Wires at chosen ports, followed through buffers:
Drawn at 2 px/um.
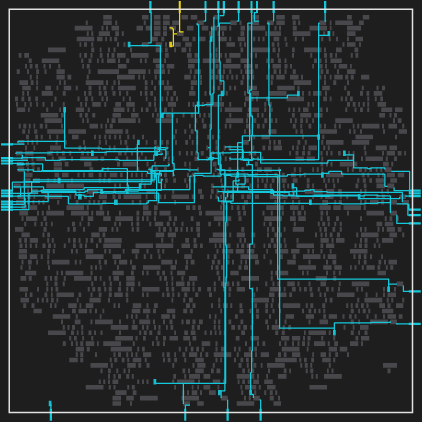
Gate families picked out:
Drawn at 2 px/um.
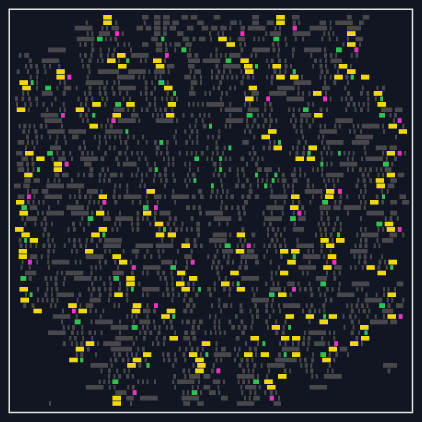
Sizing map:
Drawn at 2 px/um.
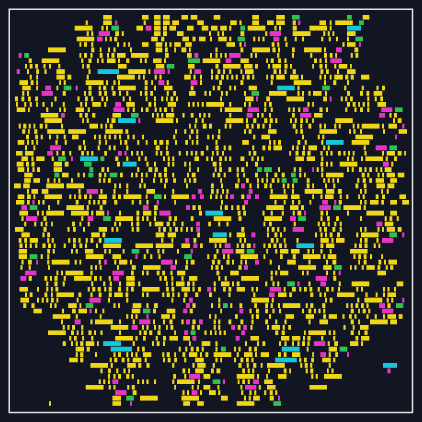
<file path="config.mk">
export PLATFORM = sky130hd
export DESIGN_NAME = hazard_scoreboard
export DESIGN_NICKNAME = d
export VERILOG_FILES = /design/src/rtl/hazard_scoreboard_pkg.sv /design/src/rtl/hazard_scoreboard_sb_entry.sv /design/src/rtl/hazard_scoreboard.sv
export SDC_FILE = /design/constraint.sdc
export NUM_CORES = 1
export LEC_CHECK = 0
export ABC_AREA = 1
export CELL_PAD_IN_SITES_DETAIL_PLACEMENT = 1
export CELL_PAD_IN_SITES_GLOBAL_PLACEMENT = 2
export CORE_UTILIZATION = 30
export CTS_BUF_LIST = sky130_fd_sc_hd__clkbuf_16
export DETAILED_ROUTE_END_ITERATION = 12
export PLACE_DENSITY = 0.74
export SLEW_MARGIN = 20
export SYNTH_ARGS = -nofsm -noshare
export SYNTH_HDL_FRONTEND = slang
export SYNTH_HIERARCHICAL = 1
export SYNTH_SLANG_ARGS = --single-unit
</file>
<file path="constraint.sdc">
create_clock -name clk -period 3.8 [get_ports clk]
set_input_delay 0.38 -clock clk [delete_from_list [all_inputs] [get_ports clk]]
set_output_delay 0.38 -clock clk [all_outputs]
set_load 0.02 [all_outputs]
</file>
<file path="src/rtl/hazard_scoreboard_pkg.sv">
// Shared constants and types for the hazard scoreboard: jump decode and latency type.
package hazard_pkg;
  localparam int LAT_W_DEF = 3;

  localparam logic [5:0] OP_RTYPE = 6'h00;
  localparam logic [5:0] OP_J     = 6'h02;
  localparam logic [5:0] OP_JAL   = 6'h03;
  localparam logic [5:0] FN_JR    = 6'h08;
  localparam logic [5:0] FN_JALR  = 6'h09;

  typedef logic [LAT_W_DEF-1:0] lat_t;

  function automatic logic is_jump(input logic [5:0] op, input logic [5:0] fn);
    return (op == OP_J) || (op == OP_JAL) ||
           ((op == OP_RTYPE) && ((fn == FN_JR) || (fn == FN_JALR)));
  endfunction
endpackage

</file>
<file path="src/rtl/hazard_scoreboard_sb_entry.sv">
// One register's forwarding countdown: hold, decrement, or load max(lat, decremented).
module hazard_sb_entry
  import hazard_pkg::*;
#(
  parameter int LAT_W = LAT_W_DEF
) (
  input  logic             clk,
  input  logic             rst_n,
  input  logic             hold,
  input  logic             load,
  input  logic [LAT_W-1:0] lat,
  output logic [LAT_W-1:0] cnt
);
  logic [LAT_W-1:0] cnt_q, cnt_d, dec;

  always_comb begin
    dec   = (cnt_q != '0) ? cnt_q - LAT_W'(1) : cnt_q;
    cnt_d = cnt_q;
    if (!hold) begin
      cnt_d = dec;
      // WAW: a younger write never shortens an older, longer wait
      if (load && (lat > dec)) cnt_d = lat;
    end
  end

  always_ff @(posedge clk or negedge rst_n) begin
    if (!rst_n) cnt_q <= '0;
    else        cnt_q <= cnt_d;
  end

  assign cnt = cnt_q;
endmodule

</file>
<file path="src/rtl/hazard_scoreboard.sv">
// Per-register in-flight write scoreboard driving PC / IF/ID / ID/EX control.
// Optional perf counters enabled by defining HAZARD_PERF_CNT_EN.
module hazard_scoreboard
  import hazard_pkg::*;
#(
  parameter int NUM_REGS = 32,
  parameter int REG_AW   = 5,
  parameter int LAT_W    = LAT_W_DEF
) (
  input  logic                clk,
  input  logic                rst_n,
  input  logic                id_valid,
  input  logic [5:0]          id_opcode,
  input  logic [5:0]          id_funct,
  input  logic [REG_AW-1:0]   id_rs,
  input  logic [REG_AW-1:0]   id_rt,
  input  logic                id_rs_used,
  input  logic                id_rt_used,
  input  logic [REG_AW-1:0]   id_rd,
  input  logic                id_rd_wr,
  input  logic [LAT_W-1:0]    id_lat,
  input  logic                id_serialize,
  input  logic                ex_branch_taken,
  input  logic                mem_busy,
  output logic                pc_wr_en,
  output logic                if_id_wr_en,
  output logic                id_ex_wr_en,
  output logic                if_id_flush,
  output logic                id_ex_bubble,
  output logic [NUM_REGS-1:0] busy_vec
`ifdef HAZARD_PERF_CNT_EN
  ,
  output logic [31:0]         perf_stall_cnt,
  output logic [31:0]         perf_flush_cnt
`endif
);
  logic [LAT_W-1:0] cnt [NUM_REGS];
  logic src_haz, ser_haz, stall, jump, issue;

  assign cnt[0] = '0;

  for (genvar r = 1; r < NUM_REGS; r++) begin : g_sb
    hazard_sb_entry #(.LAT_W(LAT_W)) u_entry (
      .clk   (clk),
      .rst_n (rst_n),
      .hold  (mem_busy),
      .load  (issue && id_rd_wr && (id_rd == REG_AW'(r))),
      .lat   (id_lat),
      .cnt   (cnt[r])
    );
  end

  always_comb begin
    for (int r = 0; r < NUM_REGS; r++) busy_vec[r] = (cnt[r] != '0);
  end

  assign src_haz = (id_rs_used && (cnt[id_rs] != '0)) || (id_rt_used && (cnt[id_rt] != '0));
  assign ser_haz = id_serialize && (busy_vec != '0);
  assign stall   = id_valid && (src_haz || ser_haz);
  assign jump    = is_jump(id_opcode, id_funct);
  assign issue   = id_valid && !mem_busy && !ex_branch_taken && !stall;

  always_comb begin
    pc_wr_en     = 1'b0;
    if_id_wr_en  = 1'b0;
    id_ex_wr_en  = 1'b0;
    if_id_flush  = 1'b0;
    id_ex_bubble = 1'b0;
    if (!rst_n || mem_busy) begin
      // frozen: everything low, taken branch waits in EX
    end else if (ex_branch_taken) begin
      pc_wr_en     = 1'b1;
      if_id_wr_en  = 1'b1;
      id_ex_wr_en  = 1'b1;
      if_id_flush  = 1'b1;
      id_ex_bubble = 1'b1;
    end else if (stall) begin
      id_ex_wr_en  = 1'b1;
      id_ex_bubble = 1'b1;
    end else begin
      pc_wr_en     = 1'b1;
      if_id_wr_en  = 1'b1;
      id_ex_wr_en  = 1'b1;
      if_id_flush  = jump;
    end
  end

`ifdef HAZARD_PERF_CNT_EN
  logic [31:0] perf_stall_q, perf_stall_d, perf_flush_q, perf_flush_d;

  always_comb begin
    perf_stall_d = perf_stall_q + 32'((stall && !mem_busy && !ex_branch_taken) ? 1 : 0);
    perf_flush_d = perf_flush_q + 32'(if_id_flush ? 1 : 0);
  end

  always_ff @(posedge clk or negedge rst_n) begin
    if (!rst_n) begin
      perf_stall_q <= '0;
      perf_flush_q <= '0;
    end else begin
      perf_stall_q <= perf_stall_d;
      perf_flush_q <= perf_flush_d;
    end
  end

  assign perf_stall_cnt = perf_stall_q;
  assign perf_flush_cnt = perf_flush_q;
`else
  // default build carries no performance counters
`endif
endmodule

</file>
==> reports/qor.yml <==
status: "complete, no violations"
rows: 72
place_ws_ns: 0.155
reg2reg_from: "g_sb[9].u_entry/cnt[2]"
ant_nets: 0
worstSetupEndpointType: "output port"
ys_area_mm2: 0.0119
vias: 11474
finalMaxSlewViolations: 0
max_stage_delay_ns: 0.78
combGateArea_mm2: 0.00803
largest_area_cell: "dfrtp_1"
syn-instance-count: 1848
crit_top_cell: "nand2_1"
seqCellArea_mm2: 0.00233
synth_area_per_cell_um2: 6.42
routabilityCongestion: 0.796
n_fill_cell: 5031
root_buffer: "clkbuf_16"
diodes: 0
drt_iter0_markers: 358
crit_family: "buffers and inverters"
worstHoldPathType: "primary input to asynchronous set/reset pin"
ys_cells: 1848
antenna_found_initial: 0
clk_pin_slew_ns: 0.07
die_w_um: 201
skew_ns: 0.0125
path_class: "primary input to output port"
grt_pass1_wl_um: 61400
place_inst: 2442
cts.sinks: 93
startpoint: "id_rs[0]"
grt-ovfl-total: 0
cts_resized: 0
critical_path_depth: 16
clock.fmax_ghz: 0.288
die_h_um: 201
synthesis.nets: 2042
htree_levels: 3
p_total_mw: 11.6
ys_top_cells_by_area: "dfrtp_1, nand2_1, ha_1, nand3_1, inv_1"
rsz0062_at_grt: "no"
clk_path_buf_depth: 2
cp_max_fo: 8
grt_pass1_vias: 11939
design.core.area_mm2: 0.0388
first_pass_iters: 5
tool_warnings: 58
synth-seq-cells: 93
tns_ns: 0
postSynthSeqShare: 0.196
power_leakage_nw: 7.57
slowest_stage: "clkdlybuf4s50_1"
cp_cell_sequence: "clkdlybuf4s50_1 -> inv_4 -> nand2_1 -> nor2_1 -> nor2_1 -> nand2_1 -> nand2_1 -> nand2_1 -> nand2_1 -> nand2_1 -> nand2_1 -> nand3_2 -> nand3_2 -> nand2_2 -> a21boi_0 -> clkdlybuf4s50_1"
hold_viol: 0
cts.hold.buffers_added: 1
Back to the opening pictures, 'wires at chosen ports, followed through buffers':
[yellow] pc_wr_en | direction: output | end cells: 1 | wire: 26.6 um
[cyan] busy_vec | direction: output | end cells: 32 | wire: 3540 um
PortBufs: 73
IO Count: 76

Back to the opening pictures, 'gate families picked out':
[magenta] and/or cells | cells: 32 | most used: or2_1 | where: spread over the die
[yellow] fa/ha/maj cells | cells: 155 | most used: ha_1 | where: spread over the die
[green] aoi and oai cells | cells: 80 | most used: a21oi_1 | where: spread over the die
Commonest Layout Cell: nand2_1
combinational fraction of the cell area: 0.589
final non-filler cell total: 2459

Back to the opening pictures, 'sizing map':
[green] x3 and x4 | cells: 50
[cyan] x6 and larger | cells: 16
[yellow] x1 and smaller | cells: 1740
[magenta] x2 | cells: 135
Signal buffers: 88
post-route cell area: 0.0136 mm^2
fin worst setup slack: 0.323 ns
area delta synth->final: 14.8%

-- cells in the final DEF, fill, tap and decap left out, types with 3 or more instances in the layout --
master / netlist / routed
o21ai_2: 31 / 31
ha_1: 155 / 155
o21ai_0: 3 / 3
buf_4: 2 / 13
inv_1: 342 / 344
xor2_2: 31 / 31
nand2_4: 31 / 31
nor4_1: 7 / 7
or2_1: 17 / 17
o21ai_1: 4 / 4
buf_12: 0 / 3
nor2_1: 69 / 69
inv_2: 33 / 33
or2_0: 14 / 14
nand2_1: 568 / 568
buf_2: 1 / 3
clkdlybuf4s50_1: 0 / 68
clkbuf_16: 0 / 9
nor2_2: 30 / 30
nor2_4: 3 / 3
a21oi_1: 39 / 39
bufinv_16: 0 / 3
nand3_1: 349 / 349
dfrtp_1: 93 / 93
-- metal layers --
metal,GRT usage,vias up,part of all wire
met4,0.0534,0,0.016
met1,0.248,5426,0.49
met5,0,-,0
li1,-,5935,-
met3,0.0208,25,0.024
met2,0.333,88,0.47
-- cells in the mapped netlist --
master and count:
xor2_2 31, o21ai_2 31, a31o_2 1, nor2_4 3, nor2_2 30, nor2_1 69, inv_2 33, nand2_4 31
o21ai_0 3, or2_2 1, buf_2 1, nand3_2 2, o21bai_1 1, clkbuf_1 3, nand3_4 1, nor3b_1 1
o21ai_1 4, inv_4 2, or2_1 17, nor3_1 1, a21boi_0 1, inv_1 342, or2_0 14, dfrtp_1 93
nand4_1 2, buf_6 5, a31oi_1 1, nor2_8 1, conb_1 1, a21oi_1 39, ha_1 155, nor4_1 7
nand2_2 2, nand2_1 568, nand3_1 349, buf_4 2
-- where the power goes --
| part | total (mW) | switching [mW] | internal (mW) |
|---|---|---|---|
| clock | 1.09 | 0.453 | 0.636 |
| combinational | 8.41 | 5.15 | 3.26 |
| sequential | 2.08 | 0.600 | 1.48 |
-- area by class of cell --
cell class,instances,area share
inverters,377,0.104
multi-input cells,1367,0.589
repair buffers,88,0.0634
clock inverters,7,0.00781
flip-flops and latches,93,0.171
clock buffers,9,0.0165
well taps,518,0.0476
-- path summary, 6_finish.rpt --
check | end | slack, ns
worst min-delay path | g_sb[6].u_entry/cnt[2] | 0.33
worst max-delay path | id_ex_bubble | 0.32
worst max register to register | g_sb[21].u_entry/cnt[2] | 0.75
min in group clk | g_sb[17].u_entry/cnt[1] | 0.48
worst min register to register | g_sb[8].u_entry/cnt[0] | 0.50
max in group asynchronous | g_sb[1].u_entry/cnt[1] | 1.88
-- metrics by stage --
stage / area [um^2] / hold slack (ns)
finish: 13600 / 0.325
detailed placement: 13300 / 0.179
global placement: 13300 / 0.179
CTS: 13600 / 0.304
global route: 13600 / 0.329
floorplan: 11900 / 0.0844
-- logic make-up after synthesis --
kind of cell | after synthesis | synth area share
AND-OR/OR-AND | 81 | 0.0448
XOR/XNOR | 31 | 0.0425
adder cells (fa/ha/maj) | 155 | 0.164
buffers and inverters | 388 | 0.127
flip-flops | 93 | 0.196
other | 1 | 0.000316
AND/OR/NAND/NOR | 1099 | 0.426
Power is estimated from default activity; no workload was simulated.
